==> src/rtl/bus_pack.sv <==
// Streaming word packer: gathers up to NUM_WORDS narrow words into one wide bus word,
// with early termination on in_last, zero fill above the last word and a one-deep park slot.
module bus_pack #(
   parameter int DAT_WIDTH = 16,
   parameter int SEL_WIDTH = 3,
   localparam int NUM_WORDS = 1 << SEL_WIDTH,
   localparam int TOTAL_DAT = DAT_WIDTH << SEL_WIDTH
) (
   input  logic                   clk,
   input  logic                   reset_n,
   input  logic [DAT_WIDTH-1:0]   in_data,
   input  logic                   in_valid,
   input  logic                   in_last,
   output logic                   in_ready,
   output logic [TOTAL_DAT-1:0]   out_data,
   output logic [SEL_WIDTH:0]     out_count,
   output logic                   out_valid,
   input  logic                   out_ready
);

   localparam logic [SEL_WIDTH-1:0] LAST_IDX = SEL_WIDTH'(NUM_WORDS - 1);

   logic [DAT_WIDTH-1:0] word_q [NUM_WORDS];
   logic [DAT_WIDTH-1:0] word_d [NUM_WORDS];
   logic [SEL_WIDTH-1:0] idx_q, idx_d;
   logic                 a_full_q, a_full_d;
   logic [SEL_WIDTH:0]   park_cnt_q, park_cnt_d;
   logic [TOTAL_DAT-1:0] out_data_q, out_data_d;
   logic [SEL_WIDTH:0]   out_count_q, out_count_d;
   logic                 out_valid_q, out_valid_d;

   logic [TOTAL_DAT-1:0] packed_word;
   logic [TOTAL_DAT-1:0] parked_word;
   logic [SEL_WIDTH:0]   final_cnt;
   logic                 out_free;
   logic                 accept;
   logic                 is_final;

   // Completed word seen by a final beat: stored words below idx, the live beat at idx,
   // zeros above so stale data can never leak into a short packet.
   generate
      for (genvar gi = 0; gi < NUM_WORDS; gi++) begin : g_pack
         localparam logic [SEL_WIDTH-1:0] GI_IDX = SEL_WIDTH'(gi);
         assign packed_word[gi*DAT_WIDTH +: DAT_WIDTH] =
            (GI_IDX < idx_q)  ? word_q[gi] :
            (GI_IDX == idx_q) ? in_data    : '0;
         assign parked_word[gi*DAT_WIDTH +: DAT_WIDTH] = word_q[gi];
      end
   endgenerate

   // Ready depends only on registered state (and reset), never on out_ready.
   assign in_ready  = reset_n & ~a_full_q;
   assign out_free  = ~out_valid_q | out_ready;
   assign accept    = in_valid & in_ready;
   assign is_final  = accept & (in_last | (idx_q == LAST_IDX));
   assign final_cnt = (SEL_WIDTH+1)'(idx_q) + (SEL_WIDTH+1)'(1);

   always_comb begin
      word_d      = word_q;
      idx_d       = idx_q;
      a_full_d    = a_full_q;
      park_cnt_d  = park_cnt_q;
      out_data_d  = out_data_q;
      out_count_d = out_count_q;
      out_valid_d = out_valid_q;

      if (out_valid_q && out_ready) begin
         out_valid_d = 1'b0;
      end

      if (a_full_q) begin
         if (out_free) begin
            out_data_d  = parked_word;
            out_count_d = park_cnt_q;
            out_valid_d = 1'b1;
            for (int i = 0; i < NUM_WORDS; i++) word_d[i] = '0;
            idx_d       = '0;
            a_full_d    = 1'b0;
         end
      end else if (is_final) begin
         if (out_free) begin
            out_data_d  = packed_word;
            out_count_d = final_cnt;
            out_valid_d = 1'b1;
            for (int i = 0; i < NUM_WORDS; i++) word_d[i] = '0;
            idx_d       = '0;
         end else begin
            // Words above idx are already zero because the register is cleared on every hand-off.
            word_d[idx_q] = in_data;
            a_full_d      = 1'b1;
            park_cnt_d    = final_cnt;
         end
      end else if (accept) begin
         word_d[idx_q] = in_data;
         idx_d         = idx_q + 1'b1;
      end
   end

   always_ff @(posedge clk) begin
      if (!reset_n) begin
         for (int i = 0; i < NUM_WORDS; i++) word_q[i] <= '0;
         idx_q       <= '0;
         a_full_q    <= 1'b0;
         park_cnt_q  <= '0;
         out_data_q  <= '0;
         out_count_q <= '0;
         out_valid_q <= 1'b0;
      end else begin
         word_q      <= word_d;
         idx_q       <= idx_d;
         a_full_q    <= a_full_d;
         park_cnt_q  <= park_cnt_d;
         out_data_q  <= out_data_d;
         out_count_q <= out_count_d;
         out_valid_q <= out_valid_d;
      end
   end

   assign out_data  = out_data_q;
   assign out_count = out_count_q;
   assign out_valid = out_valid_q;

endmodule
==> config.mk <==
export PLATFORM = sky130hd
export DESIGN_NAME = bus_pack
export DESIGN_NICKNAME = d
export VERILOG_FILES = /design/src/rtl/bus_pack.sv
export SDC_FILE = /design/constraint.sdc
export NUM_CORES = 1
export LEC_CHECK = 0
export CAP_MARGIN = 15
export CORE_UTILIZATION = 30
export CTS_CLUSTER_DIAMETER = 30
export DETAILED_ROUTE_END_ITERATION = 10
export PLACE_DENSITY_LB_ADDON = 0.12
export SLEW_MARGIN = 20
export SYNTH_ARGS = -nofsm -noshare
export SYNTH_HDL_FRONTEND = slang
export SYNTH_SLANG_ARGS = --single-unit
==> constraint.sdc <==
create_clock -name clk -period 2.8 [get_ports clk]
set_input_delay 0.28 -clock clk [delete_from_list [all_inputs] [get_ports clk]]
set_output_delay 0.28 -clock clk [all_outputs]
set_load 0.01 [all_outputs]
Figure 1. Met1 routing.
The bar under the picture is 50 um long. Supply wires on this layer in gray.
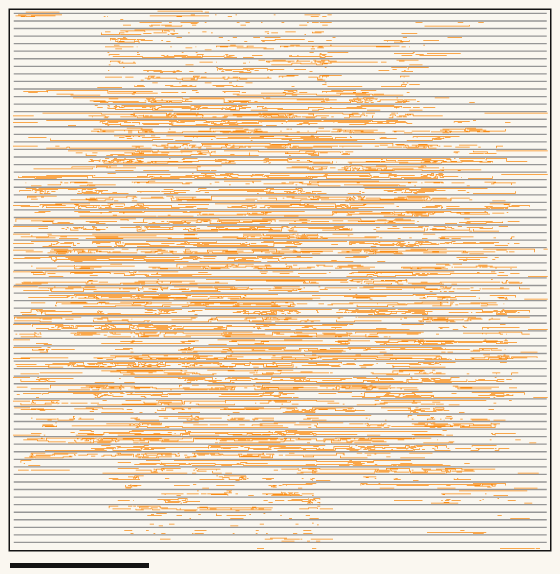
main direction = horizontal
longest straight run = 58.4 um
wire length on this layer = 20.3 mm
share of all routed wire = 47%

Figure 2. Metal 2.
The bar under the picture is 50 um long.
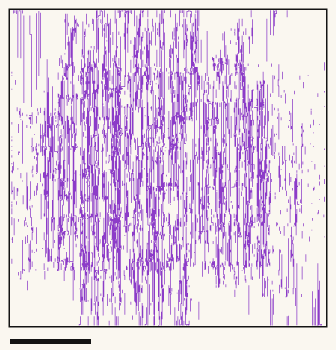
longest straight run = 94.4 um
main direction = vertical
nets with wire on the layer = 1137
M2 GR Usage: 34.45%
via count: 10230
drt total wl: 43.55 mm

==> summary.txt <==
run metrics: Startpoint Class=flip-flop, share of layout cells above drive strength 1=15.73%, crit-path cells=ha_1 -> ha_1 -> o21a_1 -> o21ai_4 -> buf_4 -> nand3_1 -> buf_4 -> mux2i_1, CTS Hold Bufs=0, final instance area=15960 sq um, final antenna-violating net count=0, Avg Vias per Cell=5.366, final setup fails=0, Seq pwr share=28.9%, dpl hpwl=27.00 mm, fmax=398.9 MHz, crit share post-route=89.54%, yosys cell count=1204, mux frac, synth=11.99%, clk latency late pin=0.56 ns, Clock Power Share=63.2%, cts repair resizes=0, Pre-antenna DRT Iters=6, r2r setup slk=0.29 ns, Top pwr grp=the clock network, # rows=70, Net count, final=1403, status=finished, final reports clean, IO Count=155, Cells after Synth=1204, slew margin rel.=22.35%
Figure 3. Metal 3.
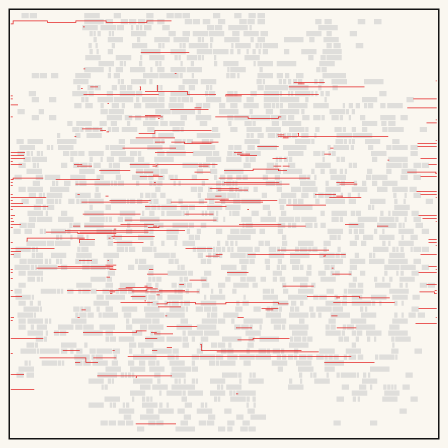
share of all routed wire = 6.5%
wire length on this layer = 2830 um
nets with wire on the layer = 151
longest straight run = 101 um
main direction = horizontal

Figure 4. M4 wires.
The bar under the picture is 50 um long. Supply wires on this layer in gray.
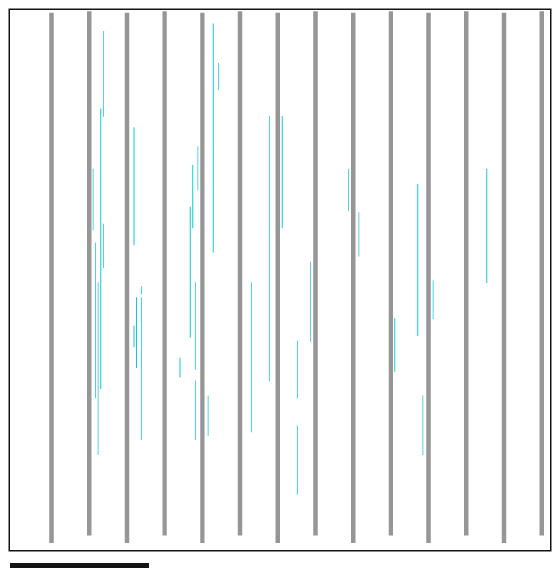
nets with wire on the layer = 22
share of all routed wire = 2.5%
main direction = vertical

-- worst max-delay path: cells and delay by family, from the launching register on --
family / cells / cell delay [ns]
AOI/OAI and AO/OA: 2 / 0.68
adders and majority gates: 2 / 0.45
buffers and inverters: 2 / 0.64
DFF: 1 / 0.30
muxes: 1 / 0.15
and+or+nand+nor: 1 / 0.19
-- registers in the layout, indices dropped and copies added (netlist names) --
register	cells
a_full_q	1
idx_q	3
out_count	4
out_data	128
out_valid	1
park_cnt_q	4
parked_word	128
-- per-stage QoR --
step                hold WS, ns  worst slack (ns)
global placement         0.4429            0.3510
finish                   0.4189            0.2930
global route             0.4368            0.1949
detailed placement       0.4454            0.3201
floorplan                0.4308            0.8928
CTS                      0.4021            0.3327
-- layout make-up --
type | count | area [sq um] | share of cell area, %
timing repair buffer | 240 | 2247 | 14.08
antenna | 1 | 2.502 | 0.01568
tap | 468 | 585.6 | 3.669
inverter | 5 | 20.02 | 0.1255
multi-input combinational | 789 | 5075 | 31.80
clock buffer | 101 | 2220 | 13.91
clock inverter | 33 | 422.9 | 2.650
sequential | 269 | 5385 | 33.75
-- placed cells by master (no fill, tap or decap), types with 4 or more instances in the layout --
cell type        count
nand2_1             30
buf_12               5
inv_1                4
a31oi_1             18
o21a_1              19
ha_1                 4
or3_1                5
nor3_1              78
bufinv_16            9
mux2i_1            133
o21ai_0             37
clkinvlp_4           4
buf_4               82
clkbuf_16           79
clkbuf_1             6
nor2_1             120
clkinv_2            15
a221oi_1            78
clkbuf_8            16
and3_1              33
clkdlybuf4s50_1    153
nand3_1            164
dfxtp_1            269
a21oi_1              6
a211oi_1            34
-- metal layers --
| metal | vias up | global-route usage, % | share of wire [%] |
|---|---|---|---|
| li1 | 4772 | - | - |
| met2 | 384 | 34.45 | 44 |
| met4 | 0 | 7.937 | 2.5 |
| met3 | 79 | 5.483 | 6.5 |
| met5 | - | 0 | 0 |
| met1 | 4992 | 30.86 | 47 |
-- path summary, 6_finish.rpt --
path                                                      to                        from  depth (start not counted)
worst min register to register    park_cnt_q[0]$_SDFFE_PN0P_  park_cnt_q[0]$_SDFFE_PN0P_                          2
worst max register to register  parked_word[42]$_SDFFE_PN0P_       idx_q[0]$_SDFFE_PN0P_                          8
worst max-delay path            parked_word[42]$_SDFFE_PN0P_       idx_q[0]$_SDFFE_PN0P_                          8
worst min-delay path                     a_full_q$_SDFF_PN0_                     reset_n                          4
-- synth_stat cells, drive strengths merged --
cell	number
ha	4
clkbuf	78
or4	2
nor2b	3
a22oi	1
mux2i	133
nand2	30
or2	3
or4b	1
and4	1
or3b	1
or3	5
a211o	1
inv	5
a221oi	78
o211a	1
nand2b	2
o21a	20
nor2	120
o211ai	1
a21oi	6
buf	63
nand4	1
o21ai	39
a311oi	2
nor3b	2
and3	33
dfxtp	269
a31oi	18
a211oi	35
a32oi	1
nor4	2
and2b	1
nor3	78
nand3	164
-- cells by family (layout without fill, tap and decap cells) --
| group | count (synthesis) | in the layout |
|---|---|---|
| AOI/OAI and AO/OA | 203 | 203 |
| adders and majority gates | 4 | 4 |
| buffers and inverters | 146 | 379 |
| DFF | 269 | 269 |
| muxes | 133 | 133 |
| other | 0 | 1 |
| and+or+nand+nor | 449 | 449 |
Power figures rest on the tool's default switching activity, not on a simulated workload.
